===== src/rtl/rho_rotate_pkg.sv =====
// Shared Keccak constants for the rho stage: slice geometry, rotation table
// and the controller state encoding.
package rho_rotate_pkg;

    localparam int SLICES = 64;
    localparam int LANES  = 25;
    localparam int ADDR_W = 6;

    typedef enum logic [2:0] {
        S_IDLE,
        S_START,
        S_COLLECT,
        S_WRITE,
        S_DONE
    } state_e;

    // Rotation offset for lane bit i = 5*y + x.
    function automatic logic [ADDR_W-1:0] rho_off(input logic [4:0] i);
        logic [ADDR_W-1:0] r;
        case (i)
            5'd0:  r = 6'd0;   5'd1:  r = 6'd1;   5'd2:  r = 6'd62;
            5'd3:  r = 6'd28;  5'd4:  r = 6'd27;  5'd5:  r = 6'd36;
            5'd6:  r = 6'd44;  5'd7:  r = 6'd6;   5'd8:  r = 6'd55;
            5'd9:  r = 6'd20;  5'd10: r = 6'd3;   5'd11: r = 6'd10;
            5'd12: r = 6'd43;  5'd13: r = 6'd25;  5'd14: r = 6'd39;
            5'd15: r = 6'd41;  5'd16: r = 6'd45;  5'd17: r = 6'd15;
            5'd18: r = 6'd21;  5'd19: r = 6'd8;   5'd20: r = 6'd18;
            5'd21: r = 6'd2;   5'd22: r = 6'd61;  5'd23: r = 6'd56;
            5'd24: r = 6'd14;
            default: r = 6'd0;
        endcase
        return r;
    endfunction

endpackage


===== src/rtl/rho_rotate_controller.sv =====
// Rho stage sequencer: start/ready handshake and per-slice collect/write phases.
module rho_rotate_controller
    import rho_rotate_pkg::*;
(
    input  logic clk,
    input  logic rst,
    input  logic start_i,
    input  logic co_c25_i,
    input  logic co_c64_i,
    output logic cnt_init_o,
    output logic collect_o,
    output logic write_o,
    output logic busy_o,
    output logic ready_o
);

    state_e state_q, state_d;

    always_ff @(posedge clk or posedge rst) begin
        if (rst) state_q <= S_IDLE;
        else     state_q <= state_d;
    end

    always_comb begin
        state_d    = state_q;
        cnt_init_o = 1'b0;
        collect_o  = 1'b0;
        write_o    = 1'b0;
        busy_o     = 1'b0;
        ready_o    = 1'b0;
        case (state_q)
            S_IDLE: if (start_i) state_d = S_START;
            // Launch happens on the falling edge of start.
            S_START: begin
                cnt_init_o = 1'b1;
                busy_o     = 1'b1;
                if (!start_i) state_d = S_COLLECT;
            end
            S_COLLECT: begin
                collect_o = 1'b1;
                busy_o    = 1'b1;
                if (co_c25_i) state_d = S_WRITE;
            end
            S_WRITE: begin
                write_o = 1'b1;
                busy_o  = 1'b1;
                state_d = co_c64_i ? S_DONE : S_COLLECT;
            end
            S_DONE: begin
                ready_o = 1'b1;
                state_d = S_IDLE;
            end
            default: state_d = S_IDLE;
        endcase
    end

endmodule


===== src/rtl/rho_rotate_datapath.sv =====
// Rho datapath: slice/lane counters, rotated read address and slice assembly.
module rho_rotate_datapath
    import rho_rotate_pkg::*;
(
    input  logic              clk,
    input  logic              rst,
    input  logic              cnt_init_i,
    input  logic              collect_i,
    input  logic              write_i,
    input  logic [LANES-1:0]  rd_data_i,
    output logic              co_c25_o,
    output logic              co_c64_o,
    output logic [ADDR_W-1:0] rd_addr_o,
    output logic [ADDR_W-1:0] wr_addr_o,
    output logic [LANES-1:0]  wr_data_o
);

    logic [ADDR_W-1:0] z_q, z_d;
    logic [4:0]        i_q, i_d;
    logic [LANES-1:0]  acc_q, acc_d;

    assign co_c25_o = (i_q == 5'd24);
    assign co_c64_o = (z_q == 6'd63);

    always_ff @(posedge clk or posedge rst) begin
        if (rst) begin
            z_q   <= '0;
            i_q   <= '0;
            acc_q <= '0;
        end else begin
            z_q   <= z_d;
            i_q   <= i_d;
            acc_q <= acc_d;
        end
    end

    always_comb begin
        z_d   = z_q;
        i_d   = i_q;
        acc_d = acc_q;
        if (cnt_init_i) begin
            z_d = '0;
            i_d = '0;
        end
        // One lane bit per cycle; acc needs no clear since all 25 bits are refreshed.
        if (collect_i) begin
            acc_d[i_q] = rd_data_i[i_q];
            i_d        = co_c25_o ? 5'd0 : i_q + 5'd1;
        end
        if (write_i) begin
            i_d = '0;
            z_d = z_q + 6'd1;
        end
    end

    // Mod-64 wrap falls out of the 6-bit subtraction.
    assign rd_addr_o = collect_i ? (z_q - rho_off(i_q)) : '0;
    assign wr_addr_o = write_i ? z_q : '0;
    assign wr_data_o = write_i ? acc_q : '0;

endmodule


===== src/rtl/rho_rotate.sv =====
// Keccak rho stage top: reads theta-applied slices, writes lane-rotated slices.
module rho_rotate
    import rho_rotate_pkg::*;
(
    input  logic              clk,
    input  logic              rst,
    input  logic              start,
    output logic [ADDR_W-1:0] rd_addr,
    input  logic [LANES-1:0]  rd_data,
    output logic              wr_en,
    output logic [ADDR_W-1:0] wr_addr,
    output logic [LANES-1:0]  wr_data,
    output logic              busy,
    output logic              ready
);

    logic cnt_init, collect, write, co_c25, co_c64;

    rho_rotate_controller u_ctrl (
        .clk        (clk),
        .rst        (rst),
        .start_i    (start),
        .co_c25_i   (co_c25),
        .co_c64_i   (co_c64),
        .cnt_init_o (cnt_init),
        .collect_o  (collect),
        .write_o    (write),
        .busy_o     (busy),
        .ready_o    (ready)
    );

    rho_rotate_datapath u_dp (
        .clk        (clk),
        .rst        (rst),
        .cnt_init_i (cnt_init),
        .collect_i  (collect),
        .write_i    (write),
        .rd_data_i  (rd_data),
        .co_c25_o   (co_c25),
        .co_c64_o   (co_c64),
        .rd_addr_o  (rd_addr),
        .wr_addr_o  (wr_addr),
        .wr_data_o  (wr_data)
    );

    assign wr_en = write;

endmodule


===== config.mk =====
export PLATFORM = sky130hd
export DESIGN_NAME = rho_rotate
export DESIGN_NICKNAME = d
export VERILOG_FILES = /design/src/rtl/rho_rotate_pkg.sv /design/src/rtl/rho_rotate_controller.sv /design/src/rtl/rho_rotate_datapath.sv /design/src/rtl/rho_rotate.sv
export SDC_FILE = /design/constraint.sdc
export NUM_CORES = 1
export LEC_CHECK = 0
export ABC_AREA = 1
export ABC_CLOCK_PERIOD_IN_PS = 7050
export CAP_MARGIN = 15
export CORE_MARGIN = 3
export CORE_UTILIZATION = 50
export DETAILED_ROUTE_END_ITERATION = 12
export PLACE_DENSITY = 0.81
export SLEW_MARGIN = 20
export SYNTH_ARGS = -nofsm -noshare
export SYNTH_HDL_FRONTEND = slang
export SYNTH_SLANG_ARGS = --single-unit

===== constraint.sdc =====
create_clock -name clk -period 7.05 [get_ports clk]
set_clock_uncertainty 0.15 [all_clocks]
set_input_delay 2.115 -clock clk [delete_from_list [all_inputs] [get_ports clk]]
set_output_delay 2.115 -clock clk [all_outputs]
set_load 0.05 [all_outputs]

==> out/results.ini, run 1 <==
[placed_design]
setup_slack_after_placement_ps=1250
dp_cells=611
post_detail_place_hpwl_um=5730
io_buffers=67
gp_routability_congestion=1.00
place_area_um2=3790

[worst_setup_path]
endpoint_kind=primary output
cp_common_cell=nand2_1
crit-reg2reg-capture=u_ctrl.state_q[0]
worst-setup-path-type=flop to primary output
worst_ep_required_time_ps=4790
critical-path-top-delay-family=buffers and inverters
critPathMaxStageDelay_ps=810
number_of_cell_instances_on_the_worst_register_to_register_path=8
cp_slowest_cell=clkdlybuf4s50_1
cp_max_fo=21
critical_path_buf_inv_count=4
critPathCapture=rd_addr[4]
r2r_start=u_dp.i_q[0]
crit_cells=15
startpoint_type=flop
r2r_slack_ps=4720
worstPathCellList=inv_4 -> ha_1 -> nand2_1 -> o211ai_1 -> o211ai_1 -> o21ai_0 -> ha_1 -> inv_1 -> fa_1 -> nand2_1 -> inv_1 -> o21ai_0 -> nand2_1 -> a21oi_1 -> clkdlybuf4s50_1
worstSetupStartpoint=u_dp.i_q[0]
timing.critical_path.arrival_ps=3870

[cells_and_area]
area_of_the_multi_input_gates_um2=1710
synthesis_to_layout_area_growth_pct=24.3
final_layout_size_suffix_gt1_frac=0.0827
seq_area_um2=976
largest_register_ffs=25
top_register=u_dp.acc_q
layout.nets=585
fin_cells=619
final_cell_mix=nand2_1, nor2_1, inv_1
antennaDiodeCount=0
layout.cells.most_common=nand2_1
layout_cell_area_excl_fill_um2=3870
largestRegisters=u_dp.acc_q x25, u_dp.z_q x6, u_dp.i_q x5
final.fill_count=532

[routing]
routed_via_density=5.23
routed_wire_length_per_instance_um=12.7
wl_met2_um=3780
wl_met1_um=3470
top_layer_used=met4
vias=3239
first_iter_violations=439
drcViolationCount=0
drt_pre_antenna_iters=6
wirelength_um=7860
detailroute.wirelength.met3_um=501
ant_nets=0

[floorplan]
floorplan.initialDensity=0.520
io_pins=68
fp.dieW_um=85.0
design.core.area_um2=5990
die_height_um=85.0
core.rowCount=28
die_area_um2=7220

[run]
count_of_warning_messages_emitted_by_the_tools=32
maxCapViolCount=0

[cts]
clkSlewWorstSetupHoldPaths_ps=80
cts-hold-fix-buffers=0
insertion_delay_ps=290
clock_tree.buffer_depth=2
tritoncts.num_buffers=5
numClockSinks=39
cts_max_level=2
cts_post_setup_buffers_inserted=0
cts_repair_resize_count=0
cts_root_buf=clkbuf_8
cts_tree=yes

[final_timing]
setup_ws_ps=914
finalMaxSlewViolations=0
timing.slew.headroom=0.545
final-setup-viol-count=0
totalNegativeSetupSlack_ps=0
final-hold-violation-count=0
worst_hold_slack_ps=362
worst-slew-pin-transition_ps=681
finalWorstPathRequiredPeriod_ps=6140
grt_setup_unrepaired=false
max_clock_freq_mhz=163
fin_crit_sh=0.870

[logic_synthesis]
synth-seq-cells=39
fp_nets=526
synth.avg_cell_area_um2=6.44
ys_sh_adder=0.0586
top_logic_kind=simple AND/OR/NAND/NOR gates
ys_area_um2=3120
postSynthCellCount=484
yosysWarningCount=0
yosysUniqueCellTypes=35
synth.cellmix.compoundShare=0.189
synth.cell_area_um2=3120
synth_simple_gate_area_share=0.298
ys_seq_share=0.313
synthXorXnorAreaFrac=0.00281
synthMuxAreaShare=0
synth_stat.cells=484

[global_route]
grt_pass1_wl_um=13600
grt_max_degree=40
grt_pass1_vias=3086
grt-busiest-layer=met2
grt_overflow_total=0
antenna_violations_before_repair=0

[min_path]
hold_path_endpoint=u_dp.acc_q[15]
holdCritStartpoint=u_dp.acc_q[15]
worstHoldPathType=flop to flop
min_delay_path_depth=2

[outcome]
run_status=completed

[pwr]
powerDensity_nw_per_um2=110
total_leakage_power_uw=0.00194
design_power_total_uw=425
vdd.ir_drop.worst_mv=0.0915

run 1: power breakdown:
group / total (uW) / internal, uW / leakage [uW] / switching, uW
Combinational: 38.8 / 20.1 / 0.00144 / 18.7
Clock: 152 / 69.2 / 0.0000412 / 82.8
Sequential: 234 / 231 / 0.000458 / 3.39
Total: 425 / 320 / 0.00194 / 105
run 1: layout make-up:
| cell class | instances | area share |
|---|---|---|
| Clock inverter | 2 | 0.00323 |
| Sequential cell | 39 | 0.252 |
| Clock buffer | 6 | 0.0187 |
| Inverter | 84 | 0.0820 |
| Tap cell | 75 | 0.0242 |
| Timing Repair Buffer | 70 | 0.179 |
| Multi-Input combinational cell | 343 | 0.441 |
run 1: cells in the mapped netlist:
master / number / area share
a22oi_1: 1 / 0.0024
fa_1: 1 / 0.0064
buf_4: 3 / 0.0072
buf_6: 4 / 0.014
nor3_1: 5 / 0.0080
xnor2_1: 1 / 0.0028
or2_2: 2 / 0.0040
clkbuf_1: 4 / 0.0048
o311ai_1: 1 / 0.0028
inv_2: 8 / 0.0096
o32ai_1: 2 / 0.0056
a221o_1: 1 / 0.0032
o211ai_1: 2 / 0.0048
nand2_4: 1 / 0.0036
nand2_2: 2 / 0.0040
nand2_1: 116 / 0.14
a21oi_1: 11 / 0.018
inv_1: 75 / 0.090
a31oi_1: 2 / 0.0040
dfrtp_1: 39 / 0.31
o21ai_0: 51 / 0.082
o21a_1: 1 / 0.0024
o21ai_2: 20 / 0.056
ha_1: 13 / 0.052
nand4_1: 1 / 0.0020
nor2_4: 1 / 0.0036
inv_4: 1 / 0.0020
o31ai_1: 1 / 0.0024
o221ai_1: 1 / 0.0028
nor2_1: 90 / 0.11
nor4_1: 2 / 0.0040
nand3_1: 13 / 0.021
buf_1: 2 / 0.0024
a211oi_1: 1 / 0.0024
buf_2: 5 / 0.0080
### Track usage over the die, run 1

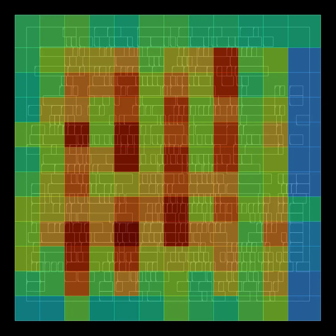
met1 demand-to-capacity share in global routing: 0.303
end-of-flow core utilization: 0.647
GRT met2 Usage: 0.375
met3 Resource Use GR: 0.0340
total track usage: 0.227

### Flops by top-level scope, run 1

The bar under the picture is 20 um long. Other cells in grey.
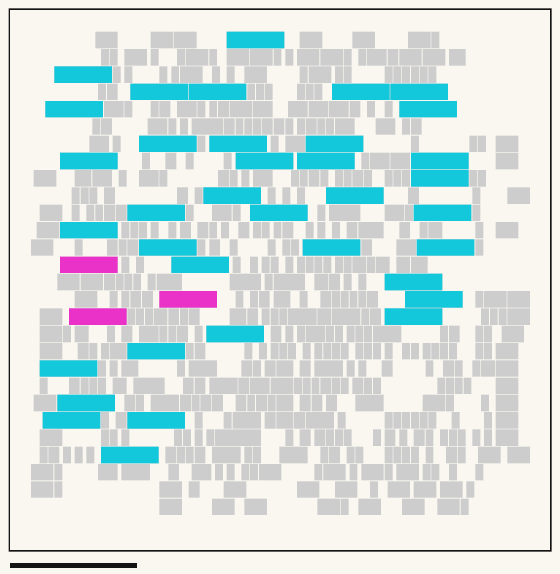
| scope | colour | flops |
|---|---|---|
| u_dp | cyan | 36 |
| u_ctrl | magenta | 3 |

### Cell classes on the final placement, run 1

The bar under the picture is 20 um long.
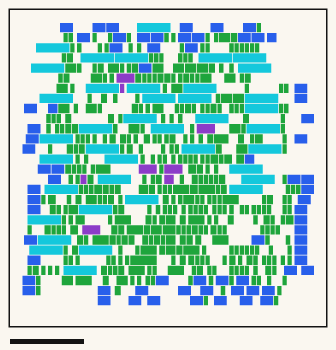
| class | colour | cells | share of their area |
|---|---|---|---|
| clock drivers and dummy loads | purple | 8 | 2.3% |
| other buffers and delay cells | blue | 70 | 18% |
| flip-flops | cyan | 39 | 26% |
| all other logic | green | 427 | 54% |

==> run 2: changes to the inputs <==
--- a/config.mk
+++ b/config.mk
@@ -6,7 +6,6 @@
 export NUM_CORES = 1
 export LEC_CHECK = 0
 export ABC_AREA = 1
-export ABC_CLOCK_PERIOD_IN_PS = 7050
 export CAP_MARGIN = 15
 export CORE_MARGIN = 3
 export CORE_UTILIZATION = 50
@@ -15,4 +14,5 @@
 export SLEW_MARGIN = 20
 export SYNTH_ARGS = -nofsm -noshare
 export SYNTH_HDL_FRONTEND = slang
+export SYNTH_HIERARCHICAL = 1
 export SYNTH_SLANG_ARGS = --single-unit
### Track usage over the die, run 2

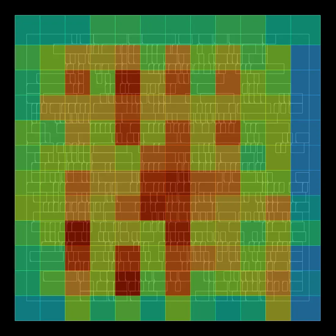
end-of-flow core utilization: 0.674
total track usage: 0.231

### Cells by drive strength, run 2

The bar under the picture is 20 um long.
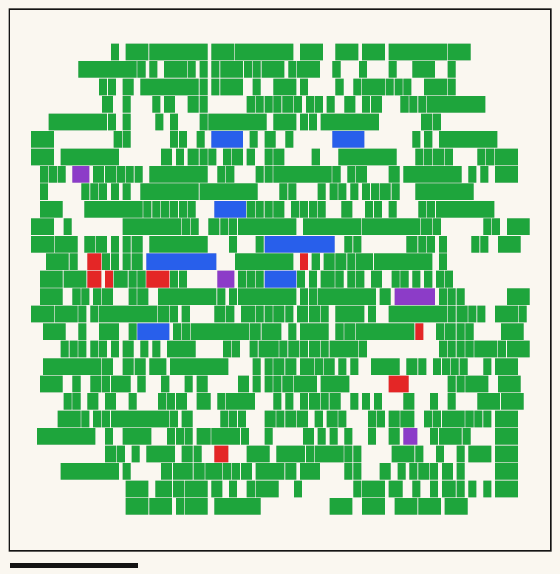
| size | colour | cells | share | most used |
|---|---|---|---|---|
| drive 6 and up | blue | 7 | 1.3% | clkbuf_8 |
| drive 3 to 4 | purple | 4 | 0.73% | buf_4 |
| drive 1 or less | green | 529 | 97% | nand2_1 |
| drive 2 | red | 8 | 1.5% | inv_2 |

### Cell classes on the final placement, run 2

The bar under the picture is 20 um long.
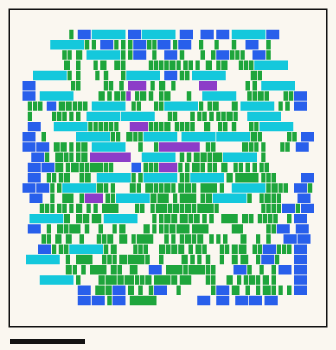
standard-cell rows: 27
Layout Cell Area excl Fill: 3850 um^2
Core Box Area: 5710 um^2
sequential portion of the cell area: 0.254

==> out/results.ini, run 2 <==
[outcome]
run_status=completed  ; unchanged

[worst_setup_path]
endpoint_kind=primary output  ; unchanged
r2r_start=u_ctrl/state_q[0]  ; was u_dp.i_q[0]
worst-setup-path-type=flop to primary output  ; unchanged
startpoint_type=flop  ; unchanged
crit-reg2reg-capture=u_dp/i_q[3]  ; was u_ctrl.state_q[0]
worst_ep_required_time_ps=4790  ; about the same
cp_max_fo=22  ; was 21
worstPathCellList=inv_4 -> ha_1 -> nand2_1 -> nand2_1 -> o22ai_1 -> a21oi_1 -> ha_1 -> fa_1 -> or2_2 -> nand2_1 -> a21oi_1 -> xor2_1 -> nor2_1 -> clkdlybuf4s50_1  ; was inv_4 -> ha_1 -> nand2_1 -> o211ai_1 -> o211ai_1 -> o21ai_0 -> ha_1 -> inv_1 -> fa_1 -> nand2_1 -> inv_1 -> o21ai_0 -> nand2_1 -> a21oi_1 -> clkdlybuf4s50_1
timing.critical_path.arrival_ps=4130  ; was 3870 ps
number_of_cell_instances_on_the_worst_register_to_register_path=7  ; was 8
critPathCapture=rd_addr[4]  ; unchanged
worstSetupStartpoint=u_dp/i_q[0]  ; was u_dp.i_q[0]
r2r_slack_ps=4630  ; was 4720 ps
cp_slowest_cell=clkdlybuf4s50_1  ; unchanged
critPathMaxStageDelay_ps=810  ; about the same
cp_common_cell=nand2_1  ; unchanged

[floorplan]
io_pins=68  ; unchanged
die_height_um=84.1  ; was 85.0 um
die_area_um2=7070  ; was 7220 um^2
fp.dieW_um=84.1  ; was 85.0 um
floorplan.initialDensity=0.534  ; was 0.520

[final_timing]
max_clock_freq_mhz=156  ; was 163 MHz
totalNegativeSetupSlack_ps=0  ; unchanged
finalWorstPathRequiredPeriod_ps=6400  ; was 6140 ps
worst-slew-pin-transition_ps=673  ; was 681 ps
fin_crit_sh=0.908  ; was 0.870
timing.slew.headroom=0.549  ; was 0.545
final-setup-viol-count=0  ; unchanged
grt_setup_unrepaired=false  ; unchanged
final-hold-violation-count=0  ; unchanged
finalMaxSlewViolations=0  ; unchanged

[min_path]
min_delay_path_depth=2  ; unchanged
hold_path_endpoint=u_dp/acc_q[14]  ; was u_dp.acc_q[15]
worstHoldPathType=flop to flop  ; unchanged
holdCritStartpoint=u_dp/acc_q[14]  ; was u_dp.acc_q[15]

[cells_and_area]
area_of_the_multi_input_gates_um2=1650  ; was 1710 um^2
layout.nets=589  ; was 585
final_layout_size_suffix_gt1_frac=0.0347  ; was 0.0827
largest_register_ffs=25  ; unchanged
top_register=u_dp/acc_q  ; was u_dp.acc_q
antennaDiodeCount=0  ; unchanged
seq_area_um2=976  ; unchanged
final_cell_mix=nand2_1, inv_1, clkdlybuf4s50_1  ; was nand2_1, nor2_1, inv_1
largestRegisters=u_dp/acc_q x25, u_dp/z_q x6, u_dp/i_q x5  ; was u_dp.acc_q x25, u_dp.z_q x6, u_dp.i_q x5
final.fill_count=512  ; was 532
layout.cells.most_common=nand2_1  ; unchanged
synthesis_to_layout_area_growth_pct=26.3  ; was 24.3%

[logic_synthesis]
yosys.area.top_type_share=0.320  ; was 0.313
post_synth_most_frequent_cells=nand2_1, inv_1, nor2_1  ; was nand2_1, nor2_1, inv_1
yosysWarningCount=6  ; was 0
synth-seq-cells=39  ; unchanged
synthDominantAreaCellType=dfrtp_1  ; unchanged
yosysUniqueCellTypes=36  ; was 35
synth.avg_cell_area_um2=6.22  ; was 6.44 um^2
enable_flop_cells=0  ; unchanged
async_flop_share=1.00  ; unchanged
netlist.top_cell.by_instances=nand2_1  ; unchanged
ys_area_um2=3050  ; was 3120 um^2
synth.cell_area_um2=3050  ; was 3120 um^2
synth.top_cells.by_area=dfrtp_1, nand2_1, inv_1  ; was dfrtp_1, nand2_1, nor2_1
fp_nets=532  ; was 526
postSynthCellCount=490  ; was 484
synth_stat.cells=490  ; was 484
ys_seq_share=0.320  ; was 0.313
yosys_most_used_dff=dfrtp_1  ; unchanged

[routing]
routed_wire_length_per_instance_um=12.9  ; was 12.7 um
ant_nets=0  ; unchanged
first_iter_violations=347  ; was 439
drcViolationCount=0  ; unchanged
drt_pre_antenna_iters=5  ; was 6
vias=3212  ; was 3239
routed_via_density=5.18  ; was 5.23

[global_route]
grt_overflow_total=0  ; unchanged
grt_pass1_vias=3024  ; was 3086
antenna_violations_before_repair=0  ; unchanged
grt_pass1_wl_um=13700  ; was 13600 um
grt_max_degree=33  ; was 40

[cts]
cts_post_setup_buffers_inserted=0  ; unchanged
cts_tree=yes  ; unchanged
cts_repair_resize_count=0  ; unchanged
numClockSinks=39  ; unchanged
clock_tree.buffer_depth=2  ; unchanged
cts_max_level=2  ; unchanged
cts_root_buf=clkbuf_8  ; unchanged
insertion_delay_ps=290  ; about the same
tritoncts.num_buffers=5  ; unchanged
clkSlewWorstSetupHoldPaths_ps=80  ; about the same
cts-hold-fix-buffers=0  ; unchanged

[placed_design]
gp_routability_congestion=1.01  ; was 1.00
place_area_um2=3710  ; was 3790 um^2
io_buffers=67  ; unchanged
post_detail_place_hpwl_um=5720  ; was 5730 um

[run]
count_of_warning_messages_emitted_by_the_tools=32  ; unchanged
maxCapViolCount=0  ; unchanged

[pwr]
powerDensity_nw_per_um2=128  ; was 110 nW/um^2
total_leakage_power_uw=0.00210  ; was 0.00194 uW
vdd.ir_drop.worst_mv=0.100  ; was 0.0915 mV

-- run 2: critical path: cells and delay by family, from the launching register on --
family	cells	cell delay [ps]
adders and majority gates	3	960
AOI/OAI and AO/OA	3	330
DFF	1	770
buffers and inverters	2	1010
and+or+nand+nor	5	640
xor gates and xnor gates	1	140
-- run 2: where the power goes --
group	leakage, uW	total, uW	switching, uW	internal, uW
Sequential	0.000458	235	3.76	231
Combinational	0.00158	34.7	15.8	18.9
Clock	0.0000654	222	80.7	142
-- run 2: stage by stage --
step | worst slack, ps | utilization | hold slack (ps) | std cells | total power, uW
after detailed placement | 1020 | 0.651 | 343 | 612 | 274
final | 651 | 0.674 | 361 | 620 | 491
after CTS | 685 | 0.674 | 365 | 620 | 496
after floorplan | 1740 | - | 323 | 490 | 254
after global placement | 1140 | 0.651 | 341 | 612 | 273
after global routing | 412 | 0.674 | 386 | 620 | 514
-- run 2: cell families after synthesis --
family	synth area share
simple gates	0.347
fa+ha+maj	0.0600
compound gates	0.126
buf+inv	0.140
xor+xnor	0.00575
flops	0.320
-- run 2: area by class of cell --
type                       count  area share
timing repair buffer          69       0.178
sequential                    39       0.254
clock inverter                 2      0.0156
inverter                      84      0.0826
clock buffer                   6      0.0189
multi-input combinational    348       0.428
tap                           72      0.0234
-- run 2: per-layer routing --
metal	up-vias	track usage	wire [um]
met5	-	0	0
met4	0	0.0570	163
met3	27	0.0405	531
met2	136	0.378	3580
met1	1435	0.316	3720
li1	1614	-	-
==> run 3: changes to the inputs <==
--- a/config.mk
+++ b/config.mk
@@ -7,9 +7,11 @@
 export LEC_CHECK = 0
 export ABC_AREA = 1
 export CAP_MARGIN = 15
+export CORE_ASPECT_RATIO = 1.25
 export CORE_MARGIN = 3
 export CORE_UTILIZATION = 50
 export DETAILED_ROUTE_END_ITERATION = 12
+export GPL_TIMING_DRIVEN = 0
 export PLACE_DENSITY = 0.81
 export SLEW_MARGIN = 20
 export SYNTH_ARGS = -nofsm -noshare
### Track usage over the die, run 3

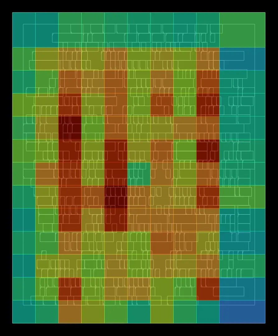
most heavily used metal layer in global routing: met2
met1 demand-to-capacity share in global routing: 0.311
wire length per cell: 12.5 um
met3 Resource Use GR: 0.0301
end-of-flow core utilization: 0.675

### Selected gate families, run 3

The bar under the picture is 20 um long.
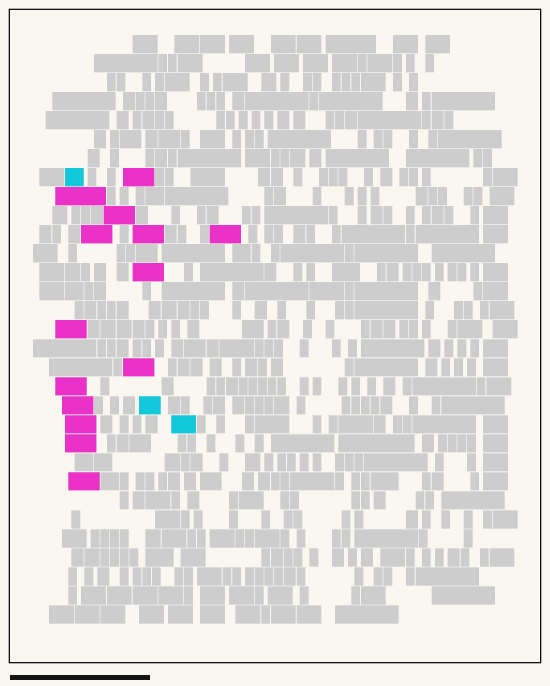
| family | colour | cells |
|---|---|---|
| AND-OR and OR-AND gates | cyan | 3 |
| adder and majority cells | magenta | 14 |

### Cell classes on the final placement, run 3

The bar under the picture is 20 um long.
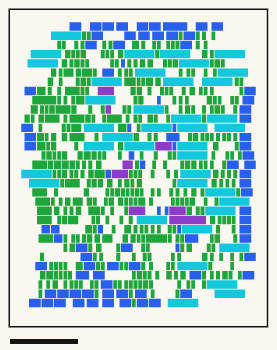
standard-cell rows: 31
Layout Cell Area excl Fill: 3950 um^2

==> out/results.ini, run 3 <==
[worst_setup_path]
worst_ep_required_time_ps=4790  ; about the same
startpoint_type=flop  ; unchanged
cp_max_fo=13  ; was 22
r2r_slack_ps=4770  ; was 4630 ps
crit-reg2reg-capture=u_dp/i_q[3]  ; unchanged
timing.critical_path.arrival_ps=4010  ; was 4130 ps
r2r_start=u_ctrl/state_q[0]  ; unchanged
number_of_cell_instances_on_the_worst_register_to_register_path=8  ; was 7
critPathCapture=rd_addr[4]  ; unchanged
worstSetupStartpoint=u_dp/i_q[0]  ; unchanged
endpoint_kind=primary output  ; unchanged
worst-setup-path-type=flop to primary output  ; unchanged

[run]
count_of_warning_messages_emitted_by_the_tools=32  ; unchanged
maxCapViolCount=0  ; unchanged

[cts]
cts_root_buf=clkbuf_8  ; unchanged
clock_tree.buffer_depth=2  ; unchanged
clkSlewWorstSetupHoldPaths_ps=80  ; about the same
numClockSinks=39  ; unchanged
cts_max_level=2  ; unchanged
cts-hold-fix-buffers=0  ; unchanged
insertion_delay_ps=290  ; about the same
cts_post_setup_buffers_inserted=0  ; unchanged
cts_tree=yes  ; unchanged
cts_repair_resize_count=0  ; unchanged
tritoncts.num_buffers=5  ; unchanged

[final_timing]
finalWorstPathRequiredPeriod_ps=6270  ; was 6400 ps
final-setup-viol-count=0  ; unchanged
setup_ws_ps=779  ; was 651 ps
worst-slew-pin-transition_ps=511  ; was 673 ps
max_clock_freq_mhz=159  ; was 156 MHz
final-hold-violation-count=0  ; unchanged
totalNegativeSetupSlack_ps=0  ; unchanged
timing.slew.headroom=0.659  ; was 0.549
grt_setup_unrepaired=false  ; unchanged
fin_crit_sh=0.889  ; was 0.908
finalMaxSlewViolations=0  ; unchanged

[logic_synthesis]
postSynthCellCount=490  ; unchanged
yosys.area.top_type_share=0.320  ; unchanged
synth.top_cells.by_area=dfrtp_1, nand2_1, inv_1  ; unchanged
post_synth_most_frequent_cells=nand2_1, inv_1, nor2_1  ; unchanged
yosysUniqueCellTypes=36  ; unchanged
enable_flop_cells=0  ; unchanged
synth.cell_area_um2=3050  ; unchanged
netlist.top_cell.by_instances=nand2_1  ; unchanged
ys_area_um2=3050  ; unchanged
yosys_most_used_dff=dfrtp_1  ; unchanged
async_flop_share=1.00  ; unchanged
fp_nets=532  ; unchanged
synth_stat.cells=490  ; unchanged
ys_seq_share=0.320  ; unchanged
synth.avg_cell_area_um2=6.22  ; unchanged
synthDominantAreaCellType=dfrtp_1  ; unchanged
yosysWarningCount=6  ; unchanged

[cells_and_area]
layout.cells.most_common=nand2_1  ; unchanged
top_register=u_dp/acc_q  ; unchanged
final_layout_size_suffix_gt1_frac=0.0512  ; was 0.0347
largest_register_ffs=25  ; unchanged
final_cell_mix=nand2_1, inv_1, clkdlybuf4s50_1  ; unchanged
synthesis_to_layout_area_growth_pct=29.7  ; was 26.3%
antennaDiodeCount=0  ; unchanged
fin_cells=648  ; was 620
layout.nets=607  ; was 589
largestRegisters=u_dp/acc_q x25, u_dp/z_q x6, u_dp/i_q x5  ; unchanged

[floorplan]
die_area_um2=7070  ; about the same
io_pins=68  ; unchanged
die_height_um=93.3  ; was 84.1 um
fp.dieW_um=75.8  ; was 84.1 um
design.core.area_um2=5860  ; was 5710 um^2
floorplan.initialDensity=0.520  ; was 0.534

[routing]
drcViolationCount=0  ; unchanged
routed_via_density=5.04  ; was 5.18
vias=3265  ; was 3212
wl_met2_um=4230  ; was 3580 um
wirelength_um=8070  ; was 7990 um
drt_pre_antenna_iters=5  ; unchanged
wl_met1_um=3370  ; was 3720 um
detailroute.wirelength.met3_um=346  ; was 531 um
ant_nets=0  ; unchanged
first_iter_violations=200  ; was 347
top_layer_used=met4  ; unchanged

[global_route]
antenna_violations_before_repair=0  ; unchanged
globalRouteTotalUtil=0.248  ; was 0.231
grt_overflow_total=0  ; unchanged
globalRouteMet2Util=0.426  ; was 0.378
grt_pass1_vias=3109  ; was 3024
grt_pass1_wl_um=13800  ; was 13700 um
grt_max_degree=29  ; was 33

[placed_design]
io_buffers=67  ; unchanged
dp_cells=640  ; was 612
post_detail_place_hpwl_um=6280  ; was 5720 um
setup_slack_after_placement_ps=1090  ; was 1020 ps
gp_routability_congestion=0.993  ; was 1.01

[pwr]
fraction_of_power_spent_switching_nets=0.226  ; was 0.204
pwr-share-clk=0.412  ; was 0.452
total_leakage_power_uw=0.00215  ; was 0.00210 uW
vdd.ir_drop.worst_mv=0.0770  ; was 0.100 mV
switchingPower_uw=104  ; was 100 uW
cellInternalPower_uw=357  ; was 391 uW
power.sequential.fraction=0.509  ; was 0.477
powerDensity_nw_per_um2=117  ; was 128 nW/um^2
share_comb_of_total_power=0.079  ; was 0.071

[min_path]
min_delay_path_depth=2  ; unchanged
hold_path_endpoint=u_dp/acc_q[24]  ; was u_dp/acc_q[14]
holdCritStartpoint=u_dp/acc_q[24]  ; was u_dp/acc_q[14]
worstHoldPathType=flop to flop  ; unchanged

[outcome]
run_status=completed  ; unchanged

run 3: cell counts after synthesis:
No cell type changed its count.
run 3: kinds of logic (layout without fill, tap and decap cells):
family,count (synthesis),in the layout,synth area share
AND-OR/OR-AND,70,70,0.126
XOR/XNOR,2,2,0.00575
adder cells (fa/ha/maj),14,14,0.0600
buffers and inverters,103,179,0.140
flip-flops,39,39,0.320
AND/OR/NAND/NOR,262,262,0.347
run 3: power by group through the flow:
| stage | Clock, uW | Combinational, uW | Sequential [uW] |
|---|---|---|---|
| 2_1_floorplan | 0 | 16.6 | 238 |
| 3_3_place_gp | 0 | 34.6 | 239 |
| 3_5_place_dp | 0 | 37.0 | 239 |
| 4_1_cts | 193 | 37.1 | 234 |
| 5_1_grt | 199 | 41.4 | 235 |
| 6_report | 190 | 36.6 | 235 |
run 3: worst max-delay path: stages, from the launching register on:
cell and delay (ps):
dfrtp_1 410, buf_4 200, inv_4 60, buf_6 150
ha_1 280, inv_1 90, nor2_1 40, nand2_1 180
nand2_1 80, nor2_1 190, inv_1 80, fa_1 400
or2_2 320, nand2_1 70, a21oi_1 70, xor2_1 150
nor2_1 120, clkdlybuf4s50_1 820
run 3: stage by stage:
stage                     hold slack, ps  cell area (um^2)   util  total power [uW]
after global routing                 386              3950  0.675               476
final                                365              3950  0.675               461
after detailed placement             347              3840  0.656               276
after CTS                            367              3950  0.675               464
after floorplan                      323              3050      -               254
after global placement               339              3820  0.652               273
run 3: final cells by class:
class,instances,area (um^2)
fill,550,1900
multi-input combinational,348,1640
sequential,39,976
timing repair buffer,68,691
inverter,84,318
buffer,19,110
tap,82,103
clock buffer,5,68.8
clock inverter,3,43.8
Power and IR drop assume default switching activity.
